### src/rtl/hex_scroll_ctrl.sv
// hex_scroll_ctrl: scrolls a six-digit window across a small message of
// 2-bit display codes. Digits feeds the S1/S0 pins of six HEX decoders.
//
// Host interface: Load, Start, Pause and Stop are single-cycle strobes sampled
// on the rising edge of Clk. There is no ready/backpressure; every strobe is
// accepted in the cycle it is seen. Among control strobes Stop beats Pause,
// and Pause beats Start. The exception is IDLE, where Pause has no effect.
module hex_scroll_ctrl #(
  parameter int         MSG_LEN   = 8,
  parameter int         TICK_DIV  = 25000000,
  parameter int         CNT_W     = 25,
  parameter logic [1:0] FILL_CODE = 2'b11
) (
  input  logic        Clk,
  input  logic        Reset,
  input  logic        Load,
  input  logic [3:0]  Wr_addr,
  input  logic [1:0]  Wr_data,
  input  logic        Start,
  input  logic        Pause,
  input  logic        Stop,
  output logic [11:0] Digits,
  output logic [3:0]  Ptr,
  output logic        Busy,
  output logic        Wrap,
  output logic [1:0]  dbg_state
);

  localparam int               AW       = (MSG_LEN > 1) ? $clog2(MSG_LEN) : 1;
  localparam logic [3:0]       LAST_IDX = 4'(MSG_LEN - 1);
  localparam logic [CNT_W-1:0] CNT_LAST = CNT_W'(TICK_DIV - 1);

  typedef enum logic [1:0] {
    IDLE = 2'd0,
    RUN  = 2'd1,
    HOLD = 2'd2
  } state_t;

  state_t           state, state_n;
  logic [CNT_W-1:0] cnt, cnt_n;
  logic [3:0]       ptr_n;
  logic             step;
  logic             wr_en;
  logic [1:0]       mem [MSG_LEN];
  logic [11:0]      window;

  assign dbg_state = state;
  assign wr_en     = Load && ({1'b0, Wr_addr} < 5'(MSG_LEN));

  // Message memory: refilled on reset, out-of-range addresses are dropped.
  always_ff @(posedge Clk) begin
    if (Reset) begin
      for (int i = 0; i < MSG_LEN; i++) mem[i] <= FILL_CODE;
    end else if (wr_en) begin
      mem[Wr_addr[AW-1:0]] <= Wr_data;
    end
  end

  // State register.
  always_ff @(posedge Clk) begin
    if (Reset) state <= IDLE;
    else       state <= state_n;
  end

  // Next state plus prescaler/pointer updates; a step is suppressed by Pause.
  always_comb begin
    state_n = state;
    cnt_n   = cnt;
    ptr_n   = Ptr;
    step    = 1'b0;
    case (state)
      IDLE: begin
        cnt_n = '0;
        ptr_n = '0;
        if (Start && !Stop) state_n = RUN;
      end
      RUN: begin
        if (Stop) begin
          state_n = IDLE;
          cnt_n   = '0;
          ptr_n   = '0;
        end else if (Pause) begin
          state_n = HOLD;
        end else if (cnt == CNT_LAST) begin
          cnt_n = '0;
          step  = 1'b1;
          ptr_n = (Ptr == LAST_IDX) ? 4'd0 : Ptr + 4'd1;
        end else begin
          cnt_n = cnt + 1'b1;
        end
      end
      HOLD: begin
        if (Stop) begin
          state_n = IDLE;
          cnt_n   = '0;
          ptr_n   = '0;
        end else if (!Pause && Start) begin
          state_n = RUN;
        end
      end
      default: begin
        state_n = IDLE;
        cnt_n   = '0;
        ptr_n   = '0;
      end
    endcase
  end

  // Window as seen from the current pointer; symbols repeat for short messages.
  always_comb begin
    window = '0;
    for (int j = 0; j < 6; j++) begin
      logic [4:0] idx;
      idx = (5'(Ptr) + 5'(j)) % 5'(MSG_LEN);
      window[(5-j)*2 +: 2] = mem[idx[AW-1:0]];
    end
  end

  // Registered outputs and datapath state.
  always_ff @(posedge Clk) begin
    if (Reset) begin
      cnt    <= '0;
      Ptr    <= '0;
      Busy   <= 1'b0;
      Wrap   <= 1'b0;
      Digits <= {6{FILL_CODE}};
    end else begin
      cnt    <= cnt_n;
      Ptr    <= ptr_n;
      Busy   <= (state_n != IDLE);
      Wrap   <= step && (Ptr == LAST_IDX);
      Digits <= window;
    end
  end

endmodule

### config.mk
export PLATFORM = sky130hd
export DESIGN_NAME = hex_scroll_ctrl
export DESIGN_NICKNAME = d
export VERILOG_FILES = /design/src/rtl/hex_scroll_ctrl.sv
export SDC_FILE = /design/constraint.sdc
export NUM_CORES = 1
export LEC_CHECK = 0
export CAP_MARGIN = 5
export CORE_MARGIN = 5
export CORE_UTILIZATION = 55
export CTS_CLUSTER_DIAMETER = 80
export CTS_CLUSTER_SIZE = 40
export DETAILED_ROUTE_END_ITERATION = 10
export HOLD_SLACK_MARGIN = 0.12
export PLACE_DENSITY = 0.82
export RECOVER_POWER = 25
export SLEW_MARGIN = 20
export SYNTH_ARGS = -nofsm -noshare
export SYNTH_HDL_FRONTEND = slang
export SYNTH_SLANG_ARGS = --single-unit
export TNS_END_PERCENT = 5
### constraint.sdc
create_clock -name Clk -period 2.8 [get_ports Clk]
set_input_delay 0.28 -clock Clk [delete_from_list [all_inputs] [get_ports Clk]]
set_output_delay 0.28 -clock Clk [all_outputs]
set_load 0.005 [all_outputs]
Run 1, routing congestion map:
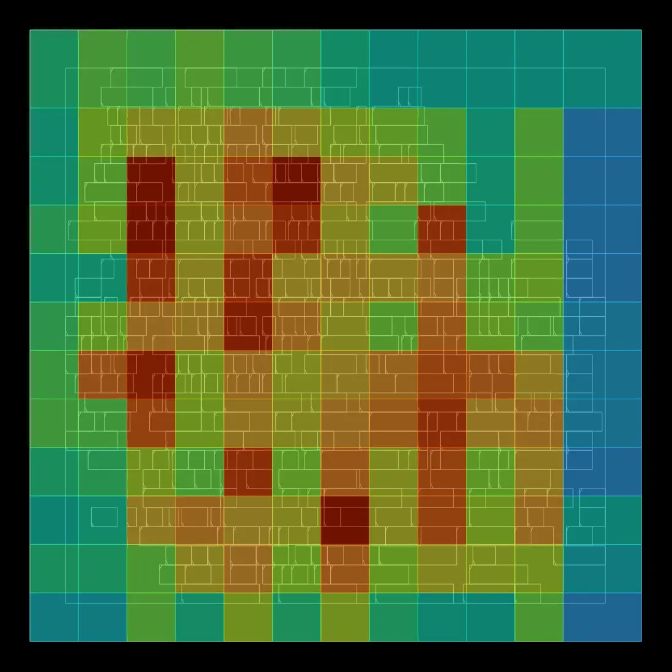
met1 usage: 25.6%
met2 GRT Util: 32.4%

Run 1, wire density map:
Scale: 4 px per um. The die is cut into 17 by 17 equal tiles; white is low, dark blue is high, scaled to the fullest tile. Values are wire area over tile area, all layers added.
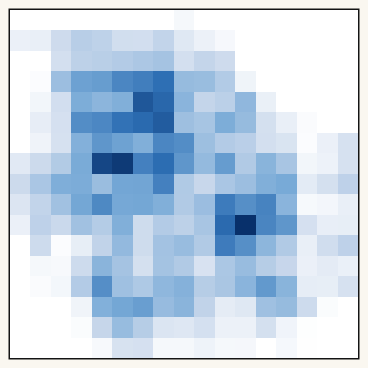
- nearly empty tiles: 24%
- emptiest ninth of the die: upper right
- mean over tiles: 0.15
- tiles over half the peak: 15%
- densest ninth of the die: center

==> results_dict.tcl, run 1 <==
# place-and-route summary
set metrics [dict create \
    fp_nets 353 \
    tightest_slew_ns 1.61 \
    cts_tree "yes" \
    status "finished with violations" \
    fp_util_pct 55.8 \
    yosysChipArea_um2 3260 \
    postCtsResizedCells 0 \
    setup_tns_ns 0 \
    wl_um 7020 \
    grt_usage_pct 20.1 \
    startpoint "Reset" \
    period_needed_ns 2.46 \
    gp_congestion 0.873 \
    dp_hpwl_um 5070 \
    via_per_inst 5.89 \
    fin_nets 388 \
    vias 2663 \
    wl_met2_um 3380 \
    antenna_found_initial 0 \
    crit_type "in -> reg" \
    tool_warnings 27 \
    firstDrtPassIters 4 \
    grt_pass1_vias 2508 \
    hold_class "reg -> reg" \
    netlist_instances 337 \
    hold_buffers 0 \
    synth_cell_type_count 43 \
    max_freq_ghz 0.406 \
    maxCapViolCount 1 \
    cts_root_buf "clkbuf_8" \
    num_rows 28 \
    worstPathRequired_ns 3.00 \
    cts_max_path_buffers 2 \
    overflow 0 \
    crit_arrival_ns 2.66 \
    ant_nets 0 \
    use_met3_pct 5.68 \
    worst_setup_path_start_kind "primary input" \
    synth_warnings 0 \
    cp-end-kind "register" \
    die_w_um 87.0 \
    syn_avg_cell_area_um2 9.68 \
    io_pins 32 \
    slew_violations 40 \
    crit_end "cnt[14]$_SDFFE_PP0P_" \
    busiest_layer "met2" \
    r2r_start "cnt[0]$_SDFFE_PP0P_" \
    portBuffers 31 \
    rrSetupSlack_ns 0.38 \
    path_clk_slew_ns 0.07 \
    routedWlPerCell_um 15.5 \
    wl_met1_um 3050 \
    drcViolationCount 0 \
    grt_pass1_wl_um 11800 \
    syn_to_final_growth_pct 18.2 \
    synth.ff_latch_count 61 \
    rsz0062_at_grt "no" \
    edf_count 16 \
    hp-start "cnt[1]$_SDFFE_PP0P_" \
    path_max_fanout 39 \
    slew_headroom_pct -7.56 \
    fin_crit_sh_pct 88.0 \
    die_area_um2 7570 \
    clk-insertion-delay-late_ns 0.34 \
    hold_depth 2 \
    power_density_nw_per_um2 480 \
    yosys.area_share.simple_pct 30.8 \
    ir_drop_uv 348 \
    top_layer_used "met4" \
    flop_cell "dfxtp_1" \
    mux_share_pct 11.0 \
    reg2reg_to "Ptr[1]$_SDFFE_PP0P_" \
    diodes 0 \
    adder_share_pct 1.53 \
    final_cells 452 \
    die_h_um 87.0 \
    final_hold_viol_count 0 \
    violations "capacitance limit, slew limit" \
    placed_cells 436 \
]
Run 1, routed clock nets over the placement:
Scale: 4 px per um.
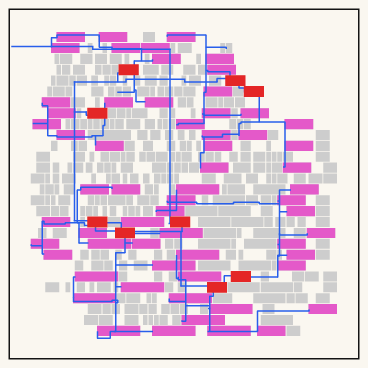
- flip-flops: magenta (count 61)
- clock drivers: red (count 9)
- clock wires: blue (length 762 um)
- routed clock nets: 10

-- run 1: cell usage after synthesis (all sizes together) (7+ instances only) --
library cell  instances  share of area, %
nor2b                 9               1.7
nor2                 29               3.3
a31oi                 8               1.5
nand2b               12               2.3
xor2                 16               4.3
clkbuf               10               1.2
nand3                21               3.4
or2                  16               3.1
nor3                  9               1.5
a21oi                11               1.7
and3                  7               1.3
dfxtp                45                28
mux4                 16                11
nand3b               10               2.3
nand4                 7               1.3
edfxtp               16                15
nand2                39               4.5
-- run 1: sequential cells by signal, summed over array words and instances, names as in the netlist --
register and count:
mem 16, dbg_state 2, Wrap 1, Ptr 4
cnt 25, Digits 12, Busy 1
-- run 1: layout make-up --
type                       count  area (um2)
fill                         461        1990
tap                           75        93.8
timing repair buffer          39         367
sequential                    61        1380
multi-input combinational    257        1810
clock inverter                 5        50.0
clock buffer                  11         141
inverter                       4        15.0
-- run 1: stage by stage --
stage          setup slack [ns]  instance area [um2]  utilization (%)  hold slack (ns)
5_1_grt                   0.221                 3860             65.9            0.541
4_1_cts                   0.291                 3860             65.9            0.513
2_1_floorplan             0.420                 3260                -            0.367
3_5_place_dp              0.311                 3660             62.6            0.492
3_3_place_gp              0.387                 3660             62.6            0.483
6_report                  0.337                 3860             65.9            0.511
-- run 1: power breakdown --
group | internal [W] | total (W) | leakage (nW) | switching [W]
sequential | 0.000931 | 0.000952 | 0.527 | 0.0000203
combinational | 0.0000793 | 0.000140 | 0.670 | 0.0000607
clock | 0.000429 | 0.000759 | 0.103 | 0.000329
total | 0.00144 | 0.00185 | 1.30 | 0.000410
-- run 1: critical path, stage by stage --
cell and delay (ns):
dlygate4sd3_1 0.58, clkbuf_1 1.18, o21bai_2 0.49, nor2_1 0.11
Run 1, zoomed window:
Region (29, 11) to (59, 41) um. Cells in gray, sequential cells in the stronger gray; small squares are vias.
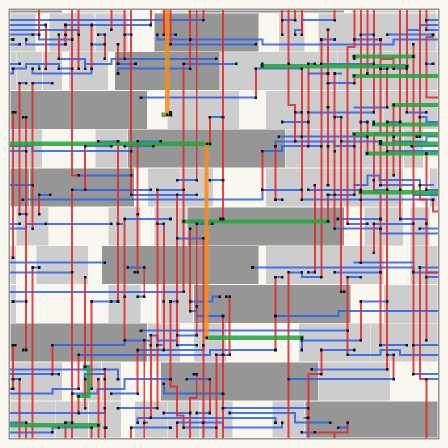

==> inputs of run 2 (changes only) <==
Settings changed: TNS_END_PERCENT 5 to 1.
Clock period 2.8 ns to 2.4 ns, I/O delays scaled along.
Run 2, zoomed window:
Region (29, 11) to (59, 41) um. Cells in gray, sequential cells in the stronger gray; small squares are vias.
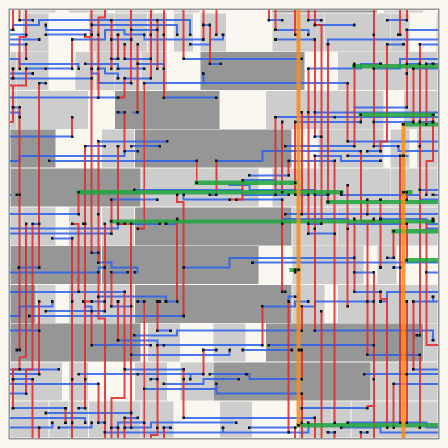
- metal 3: green
- metal 4: orange
- metal 2: red
- metal 1: blue
- cells with their middle in the window: 63
- netlist names of flops here include: `mem` (8), `cnt` (3)
- most frequent: nand2_1 (10), or2_2 (10), edfxtp_1 (8)
- sequential cells in the window: 11

Run 2, gate-type map:
Scale: 6 px per um.
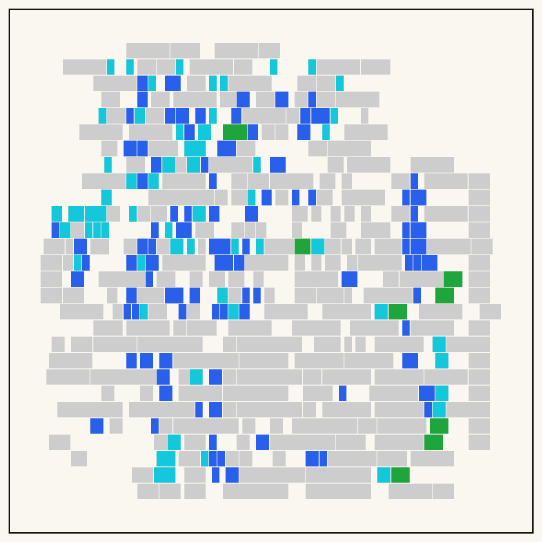
- nor cells: cyan (cells 56)
- nand cells: blue (cells 93)
- non-inverting ao/oa cells: green (cells 8)
Non-Filler Instances: 454
logic share of the area: 46.6%
dominant logic cell type in the layout: dfxtp_1

Run 2, wire density map:
Scale: 4 px per um. The die is cut into 17 by 17 equal tiles; white is low, dark blue is high, scaled to the fullest tile. Values are wire area over tile area, all layers added.
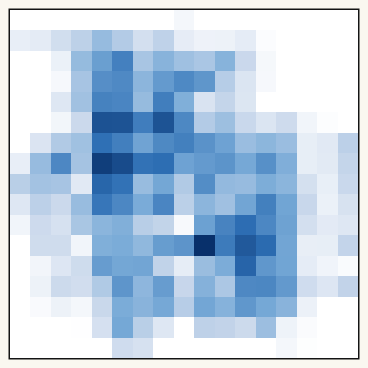
wire per inst: 15.6 um
Post-Route WL: 7100 um
gr usage total: 20.4%
vias: 2668

==> run 2 against run 1 <==
Global-route usage is 0.35 points higher. Combinational power is 17% higher. Core utilization is 0.28 points higher. First-iteration DRC count is 1.3% lower. The run now ends clean. Sequential cell count stayed put. Sequential power is about 20% higher. Highest routed layer unchanged. Worst hold slack worse by 0.017 ns. Non-clock buffer count is 2 higher. Clock power is about 20% higher.
==> results_dict.tcl, run 2 <==
# place-and-route summary
set metrics [dict create \
    syn_to_final_growth_pct 18.7 \
    comb_power_w 0.000164 \
    grt_util_met1_pct 27.4 \
    slew_violations 0 \
    finish.utilization_pct 66.2 \
    placed_cells 438 \
    status "finished, final reports clean" \
    hold_depth 2 \
    synth_cell_type_count 43 \
    critPathMaxStageDelay_ns 0.50 \
    hold_class "reg -> reg" \
    final_hold_viol_count 0 \
    path_max_fanout 9 \
    top_cell_area_share_pct 27.6 \
    cts_root_buf "clkbuf_8" \
    wl_met1_um 3190 \
    top_register "cnt" \
    maxCapViolCount 0 \
    worst_setup_path_start_kind "register" \
    top_layer_used "met4" \
    cp-end-kind "register" \
    power_density_nw_per_um2 564 \
    synth_warnings 0 \
    overflow 0 \
    tool_warnings 27 \
    sequentialPowerShare_pct 50.8 \
    num_rows 28 \
    tightest_slew_ns 0.721 \
    via_per_inst 5.88 \
    fin_crit_sh_pct 94.4 \
    grt_pass1_vias 2517 \
    clockNetworkPower_w 0.000912 \
    die_area_um2 7570 \
    area_leaders "dfxtp_1 (28%), edfxtp_1 (15%), mux4_2 (11%), nand2_1 (4.5%), xor2_1 (4.3%)" \
    fp_nets 353 \
    synth.ff_latch_count 61 \
    reg2reg_to "Ptr[1]$_SDFFE_PP0P_" \
    crit_slowest_cell "or4b_1" \
    internal_power_w 0.00168 \
    slew_headroom_pct 51.7 \
    p_clk_share_pct 41.7 \
    clk-insertion-delay-late_ns 0.35 \
    grt_pass1_wl_um 12000 \
    setup_tns_ns 0 \
    r2r_start "cnt[7]$_SDFFE_PP0P_" \
    crit_arrival_ns 2.55 \
    use_met3_pct 4.26 \
    ir_drop_uv 436 \
    grtUsageMet2_pct 31.2 \
    edf_count 16 \
    die_w_um 87.0 \
    crit_type "reg -> reg" \
    postPlaceCellArea_um2 3680 \
    postLayoutCellArea_um2 3870 \
    hold_buffers 0 \
    common_cells "dfxtp_1 (45), nand2_1 (39), nor2_1 (29)" \
    netlist_instances 337 \
    fp_util_pct 55.8 \
    syn_avg_cell_area_um2 9.68 \
    yosys.area_share.simple_pct 30.8 \
    synth_area_leader_cell "dfxtp_1" \
    die_h_um 87.0 \
    busiest_layer "met2" \
    largest_reg_flops 25 \
    max_freq_ghz 0.441 \
    top_regs "cnt (25), mem (16), Digits (12)" \
    worst_slack_ns 0.134 \
    place_ws_ns 0.145 \
    antenna_found_initial 0 \
    dp_hpwl_um 5000 \
    cts_max_path_buffers 2 \
    cts_tree "yes" \
    switching_share_pct 23.1 \
    seq_power_w 0.00111 \
    mux_share_pct 11.0 \
    rsz0062_at_grt "no" \
]
[run 2: stage by stage]
step / total power [W] / hold WS, ns
detailed placement: 0.00130 / 0.509
global route: 0.00227 / 0.524
CTS: 0.00221 / 0.520
global placement: 0.00130 / 0.487
floorplan: 0.00122 / 0.327
finish: 0.00219 / 0.494
[run 2: what timing repair did]
item                                   CTS  global route
endpoints found under the hold margin    0             0
setup endpoints to repair                0             1
resized                                  0             1
[run 2: critical path: cells and delay by family, from the launching register on]
family	cells	cell delay, ns
and+or+nand+nor	3	1.02
AOI/OAI and AO/OA	2	0.63
DFF	1	0.37
buffers and inverters	1	0.18
[run 2: worst max path at each step]
| stage | endpoint | from | depth (start not counted) | slack, ns |
|---|---|---|---|---|
| 6_report | Ptr[1]$_SDFFE_PP0P_ | cnt[7]$_SDFFE_PP0P_ | 6 | 0.13 |
| 5_1_grt | Ptr[1]$_SDFFE_PP0P_ | cnt[1]$_SDFFE_PP0P_ | 7 | 0.01 |
| 4_1_cts | Ptr[1]$_SDFFE_PP0P_ | cnt[0]$_SDFFE_PP0P_ | 7 | 0.13 |
| 3_5_place_dp | cnt[10]$_SDFFE_PP0P_ | Stop | 5 | 0.14 |
| 3_3_place_gp | cnt[10]$_SDFFE_PP0P_ | Stop | 5 | 0.20 |
| 2_1_floorplan | Digits[5]$_SDFF_PP1_ | Ptr[0]$_SDFFE_PP0P_ | 8 | 0.02 |
[run 2: area by class of cell]
| class | count | area (um2) | area share (%) |
|---|---|---|---|
| timing repair buffer | 41 | 385 | 9.95 |
| inverter | 4 | 15.0 | 0.388 |
| tap | 75 | 93.8 | 2.42 |
| sequential | 61 | 1380 | 35.7 |
| clock inverter | 5 | 50.0 | 1.29 |
| multi-input combinational | 257 | 1800 | 46.6 |
| clock buffer | 11 | 141 | 3.65 |
Power figures rest on the tool's default switching activity, not on a simulated workload.
